--- config.mk ---
export PLATFORM = sky130hd
export DESIGN_NAME = ads1672_adc_emulator
export DESIGN_NICKNAME = d
export VERILOG_FILES = /design/src/rtl/ads1672_pkg.sv /design/src/rtl/ads1672_pattern_gen.sv /design/src/rtl/ads1672_adc_emulator.sv
export SDC_FILE = /design/constraint.sdc
export NUM_CORES = 1
export LEC_CHECK = 0
export ABC_AREA = 1
export CAP_MARGIN = 20
export CORE_MARGIN = 2
export CORE_UTILIZATION = 30
export CTS_CLUSTER_SIZE = 20
export DETAILED_ROUTE_END_ITERATION = 8
export GPL_TIMING_DRIVEN = 0
export HOLD_SLACK_MARGIN = 0.1
export PLACE_DENSITY_LB_ADDON = 0.2
export SYNTH_ARGS = -nofsm -noshare
export SYNTH_HDL_FRONTEND = slang
export SYNTH_SLANG_ARGS = --single-unit
--- constraint.sdc ---
create_clock -name clk -period 1.45 [get_ports clk]
set_input_delay 0.145 -clock clk [delete_from_list [all_inputs] [get_ports clk]]
set_output_delay 0.145 -clock clk [all_outputs]
set_load 0.05 [all_outputs]
--- src/rtl/ads1672_pkg.sv ---
// ads1672_pkg: shared width, FSM state and sample types for the ADS1672 emulator
package ads1672_pkg;
    localparam int ADS1672_DATA_WIDTH = 24;
    typedef enum logic [1:0] {ST_IDLE, ST_CONVERT, ST_READY, ST_SHIFT} ads1672_emu_state_t;
    typedef logic signed [ADS1672_DATA_WIDTH-1:0] ads1672_sample_t;
endpackage

--- src/rtl/ads1672_pattern_gen.sv ---
// ads1672_pattern_gen: free-running ramp that advances by step on each enabled cycle
module ads1672_pattern_gen
    import ads1672_pkg::*;
#(
    parameter int DATA_WIDTH = ADS1672_DATA_WIDTH
) (
    input  logic                  clk,
    input  logic                  rst,
    input  logic                  en,
    input  logic [DATA_WIDTH-1:0] step,
    output logic [DATA_WIDTH-1:0] sample
);
    always_ff @(posedge clk)
        if (rst) sample <= '0;
        else if (en) sample <= sample + step;
endmodule

--- src/rtl/ads1672_adc_emulator.sv ---
// ads1672_adc_emulator: device-side conversion timer, data-ready handshake and MSB-first serial read-out
module ads1672_adc_emulator
    import ads1672_pkg::*;
#(
    parameter int DATA_WIDTH  = ADS1672_DATA_WIDTH,
    parameter int CONV_CYCLES = 64,
    parameter bit USE_RAMP    = 1'b1,
    parameter int RAMP_STEP   = 1
) (
    input  logic                  clk,
    input  logic                  rst,
    input  logic                  start,
    input  logic                  fsx,
    input  logic [DATA_WIDTH-1:0] sample_in,
    output logic                  drdy_n,
    output logic                  fsr,
    output logic                  drr,
    output logic                  overrun,
    output logic                  busy
);
    localparam int CW = $clog2(CONV_CYCLES);
    localparam int BW = $clog2(DATA_WIDTH);

    if (CONV_CYCLES <= DATA_WIDTH + 2) begin : g_bad_conv
        $error("CONV_CYCLES must exceed DATA_WIDTH+2");
    end

    ads1672_emu_state_t state, state_nxt;
    logic [CW-1:0] cnt, cnt_nxt;
    logic [BW-1:0] bcnt, bcnt_nxt;
    logic [DATA_WIDTH-1:0] hold, hold_nxt, sreg, sreg_nxt, ramp;
    logic pending, pend_nxt, drdy_nxt, fsr_nxt, drr_nxt, ovr_nxt, tick;

    assign tick = (state != ST_IDLE) && start && (cnt == CW'(CONV_CYCLES - 1));
    assign busy = (state == ST_SHIFT);

    ads1672_pattern_gen #(.DATA_WIDTH(DATA_WIDTH)) u_pattern_gen (
        .clk    (clk),
        .rst    (rst),
        .en     (tick),
        .step   (DATA_WIDTH'(RAMP_STEP)),
        .sample (ramp)
    );

    always_comb begin
        state_nxt = state;
        cnt_nxt   = cnt;
        bcnt_nxt  = bcnt;
        hold_nxt  = hold;
        sreg_nxt  = sreg;
        pend_nxt  = pending;
        drdy_nxt  = drdy_n;
        fsr_nxt   = 1'b0;
        drr_nxt   = 1'b0;
        ovr_nxt   = 1'b0;
        if (!start) begin
            state_nxt = ST_IDLE;
            cnt_nxt   = '0;
            pend_nxt  = 1'b0;
            drdy_nxt  = 1'b1;
        end else begin
            if (state != ST_IDLE) cnt_nxt = tick ? '0 : cnt + CW'(1);
            if (tick) hold_nxt = USE_RAMP ? ramp : sample_in;
            case (state)
                ST_IDLE: state_nxt = ST_CONVERT;
                ST_CONVERT:
                    if (tick) begin
                        state_nxt = ST_READY;
                        drdy_nxt  = 1'b0;
                        fsr_nxt   = 1'b1;
                    end
                ST_READY:
                    // A read wins over a coincident tick: the old word is shifted, the new one waits
                    if (fsx) begin
                        state_nxt = ST_SHIFT;
                        drdy_nxt  = 1'b1;
                        drr_nxt   = hold[DATA_WIDTH-1];
                        sreg_nxt  = hold << 1;
                        bcnt_nxt  = BW'(DATA_WIDTH - 1);
                        pend_nxt  = tick;
                    end else if (tick) begin
                        ovr_nxt  = 1'b1;
                        drdy_nxt = 1'b1;
                    end else if (overrun) begin
                        drdy_nxt = 1'b0;
                        fsr_nxt  = 1'b1;
                    end
                ST_SHIFT:
                    if (bcnt != '0) begin
                        drr_nxt  = sreg[DATA_WIDTH-1];
                        sreg_nxt = sreg << 1;
                        bcnt_nxt = bcnt - BW'(1);
                        pend_nxt = pending | tick;
                    end else begin
                        pend_nxt  = 1'b0;
                        state_nxt = (pending | tick) ? ST_READY : ST_CONVERT;
                        drdy_nxt  = !(pending | tick);
                        fsr_nxt   = pending | tick;
                    end
            endcase
        end
    end

    always_ff @(posedge clk)
        if (rst) begin
            state   <= ST_IDLE;
            cnt     <= '0;
            bcnt    <= '0;
            hold    <= '0;
            sreg    <= '0;
            pending <= 1'b0;
            drdy_n  <= 1'b1;
            fsr     <= 1'b0;
            drr     <= 1'b0;
            overrun <= 1'b0;
        end else begin
            state   <= state_nxt;
            cnt     <= cnt_nxt;
            bcnt    <= bcnt_nxt;
            hold    <= hold_nxt;
            sreg    <= sreg_nxt;
            pending <= pend_nxt;
            drdy_n  <= drdy_nxt;
            fsr     <= fsr_nxt;
            drr     <= drr_nxt;
            overrun <= ovr_nxt;
        end
endmodule

==> run_1/class_map.png <==
The bar under the picture is 20 um long.
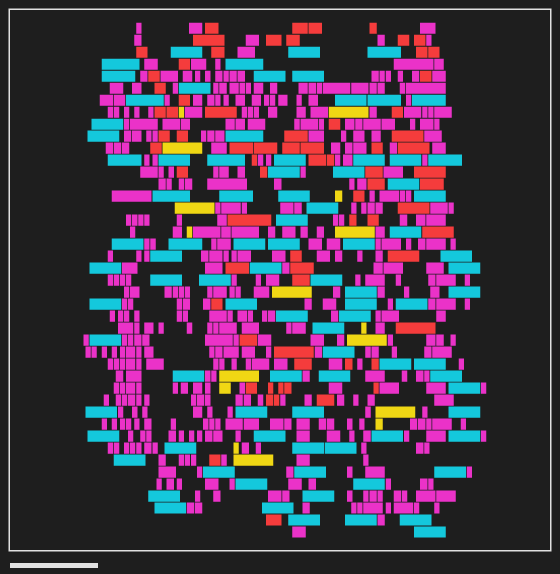
class	color	cells
remaining logic cells	magenta	471
sequential cells	cyan	89
clock drivers and dummy loads	yellow	16
remaining buffers and delay cells	red	71
sequential cell area share: 31.2%
core area: 0.0138 mm2
final core occ: 42.3%
# rows: 43
design area: 0.00582 mm2

==> run_1/clock_nets.png <==
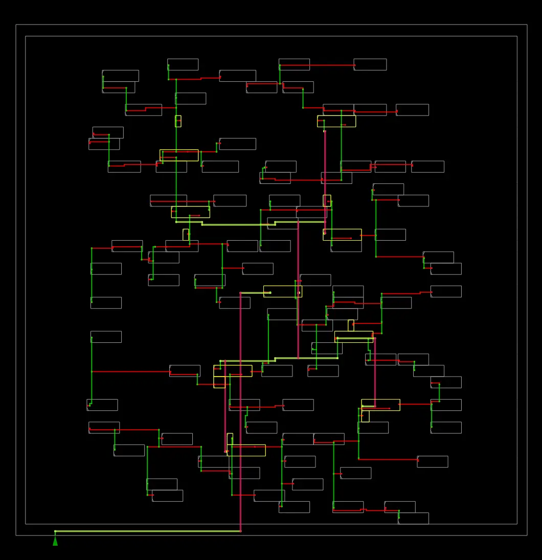
num sequential: 89
clkbuf count: 13

==> run_1/clock_wires.png <==
The bar under the picture is 20 um long.
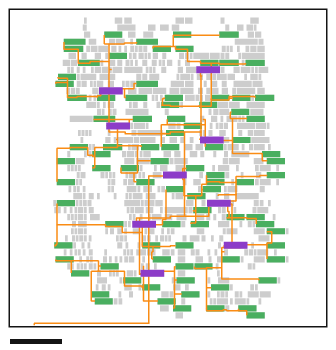
[clock-net drivers] purple | count: 9
[clock wires] orange | length: 1200 um
[flip-flops] green | count: 89
routed clock nets	10

==> CHANGELOG.md, run 1 <==
### Physical design

* Final WS setup at -129 ps
* Dominant cell type by area after synthesis: dfxtp_1
* Status: complete, but fails checks
* Router iterations before antenna repair at 5
* Die area at 0.0150 mm2
* Flop pwr share at 51.3%
* Metal3 WL at 326 um
* Net Count, Synth at 617
* Failing checks: negative setup slack
* Tightest Pin Transition at 688 ps
* Post-Place Worst Slack at -468 ps
* Setup Fix Bufs, Post-CTS at 27
* Worst skew pair latency at 340 ps
* CTS tree: yes
* Post-Layout Cell Count at 827
* WL met2 at 5980 um
* Combinational share of cell area at 42.8%
* DP Wirelength at 7660 um
* Final setup violation count at 70
* GR peak layer: met2
==> run 1: path summary, 6_finish.rpt <==
check	cells after the start	slack, ps	from	end
max	10	-130	cnt[0]	u_pattern_gen.sample[21]
min reg2reg	2	470	drdy_n	drdy_n
max reg2reg	10	-130	cnt[0]	u_pattern_gen.sample[21]
min	2	470	drdy_n	drdy_n
==> run 1: critical path, cell delays in order (launching register included) <==
cell     delay [ps]
dfxtp_4         370
ha_4            140
buf_4           110
nand3_4          80
nor2_4          110
nand2_4         110
nor2_4          180
nand4_1         160
nand2_1         110
nand2_1          50
nor2_1          110
==> run 1: registers in the layout, indices dropped and copies added, names as in the netlist <==
signal	flops
hold	24
cnt	6
drr	1
overrun	1
bcnt	5
drdy_n	1
pending	1
state	2
sreg	23
fsr	1
u_pattern_gen.sample	24
==> run 1 -> run 2 <==
Settings changed: GPL_TIMING_DRIVEN 0 to unset.
==> run_2/floorplan.png <==
Pins as bars on the die edge. Tap cells in gray.
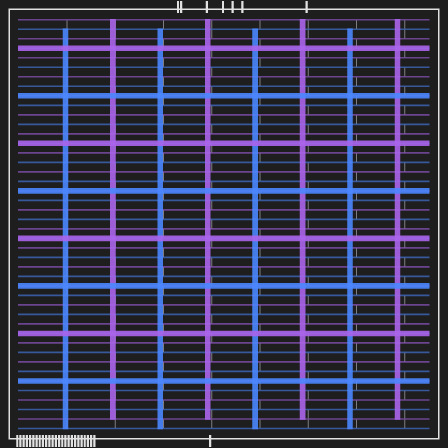
net	color
VDD	purple
VSS	blue
rows	43
tap cells	180
met1 rails	44
met5 straps	8
met4 straps	8

==> run_2/class_map.png <==
The bar under the picture is 20 um long.
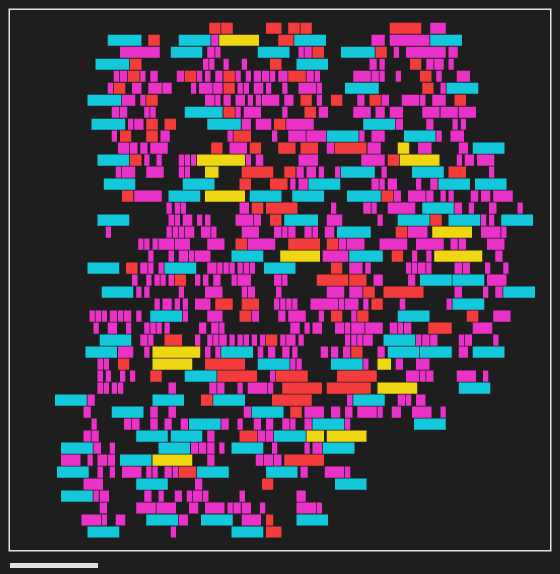
sequential cell area share: 29.5%
design area: 0.00611 mm2

==> run 2 against run 1 <==
Against the previous run: the flow still finishes with violations (negative setup slack); cell count is 2.7% higher; combinational power is 8% higher; largest power group is now clock; global-route usage is 1.1 points lower; utilization is 2.1 points higher; via count is 0.28% higher; register-to-register slack better by 80 ps; clock power is 32% higher; setup slack better by 75 ps; sequential power hardly changed; sequential share of layout area is 1.7 points lower; clock skew is 3.2 ps higher; fmax is 5.0% higher.
==> CHANGELOG.md, run 2 <==
### Physical design

* Status: complete, but fails checks (unchanged)
* Failing checks: negative setup slack (unchanged)
* GR peak layer: met2 (unchanged)
* Flop pwr share at 44.9% (was 51.3%)
* Largest net degree at the start of global routing at 38 (was 14)
* Reg-to-reg startpoint: cnt[0] (unchanged)
* Die area at 0.0150 mm2 (unchanged)
* Slowest cell on crit path: dfxtp_2 (was dfxtp_4)
* Final WS setup at -53.2 ps (was -129 ps)
* DP Wirelength at 7130 um (was 7660 um)
* Tightest Pin Transition at 393 ps (was 688 ps)
* WHS Endpoint: sreg[19] (was drdy_n)
* Hold Path Depth at 2 (unchanged)
* Setup Fix Bufs, Post-CTS at 8 (was 27)
* Hold Startpoint: sreg[19] (was drdy_n)
* Final core occ at 44.4% (was 42.3%)
* Crit path from: cnt[0] (unchanged)
* Worst path bufs/invs at 3 (was 1)
* OpenROAD warnings at 53 (unchanged)
* Crit path top cell by count: nor2_4
* Clkbuf count at 9 (was 13)
* WL met2 at 5990 um (was 5980 um)
* Metal3 WL at 242 um (was 326 um)
* Sequence of cells on the critical path: ha_4, inv_2, nor2_4, nand2_2, nor2_4, buf_6, clkbuf_16, nand2_1, a21oi_2 (was ha_4, buf_4, nand3_4, nor2_4, nand2_4, nor2_4, nand4_1, nand2_1, nand2_1, nor2_1)
* Post-Layout Cell Count at 849 (was 827)
* Net Count, Synth at 617 (unchanged)
* Worst R2R Setup Slack at -50 ps (was -130 ps)
* Critical path capture point: u_pattern_gen.sample[16] (was u_pattern_gen.sample[21])
* Core area at 0.0138 mm2 (unchanged)
* Final setup violation count at 51 (was 70)
* # rows at 43 (unchanged)
* Cell family with most CP delay: simple AND/OR/NAND/NOR gates (unchanged)
* CTS tree: yes (unchanged)
* Num sequential at 89 (unchanged)
* Worst r2r dst: u_pattern_gen.sample[16] (was u_pattern_gen.sample[21])
* Router iterations before antenna repair at 4 (was 5)
==> run_2/clock_nets.png <==
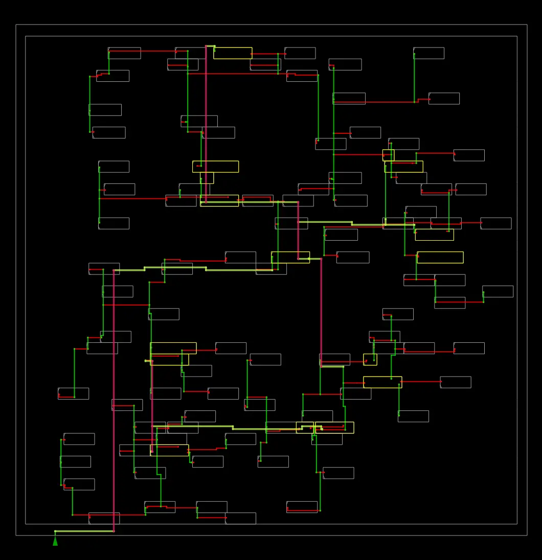
CTS Sinks: 89
worst skew pair latency: 350 ps
clk_skew: 8.96 ps
TritonCTS buffer count: 9

## run 2: netlist changes by cell type in the layout (fill, tap and decap cells not counted), moves of 5 or more
cell and delta:
o21ai_1 +9, nor2_1 -11, buf_2 -6, a21oi_2 -18
a21oi_1 +18, o21ai_0 -7, clkbuf_16 +5, nand2_2 -5
clkbuf_1 -9, buf_4 +36, dfxtp_4 -5, buf_8 -6
nor2_2 +13
## run 2: power by group through the flow
| stage | Sequential [mW] | Combinational (mW) | Clock [mW] |
|---|---|---|---|
| floorplan | 2.53 | 0.120 | 0 |
| global placement | 2.53 | 0.199 | 0 |
| detailed placement | 2.53 | 0.201 | 0 |
| CTS | 2.47 | 0.216 | 2.84 |
| global route | 2.47 | 0.274 | 2.96 |
| finish | 2.47 | 0.254 | 2.78 |
Power and IR drop assume default switching activity.
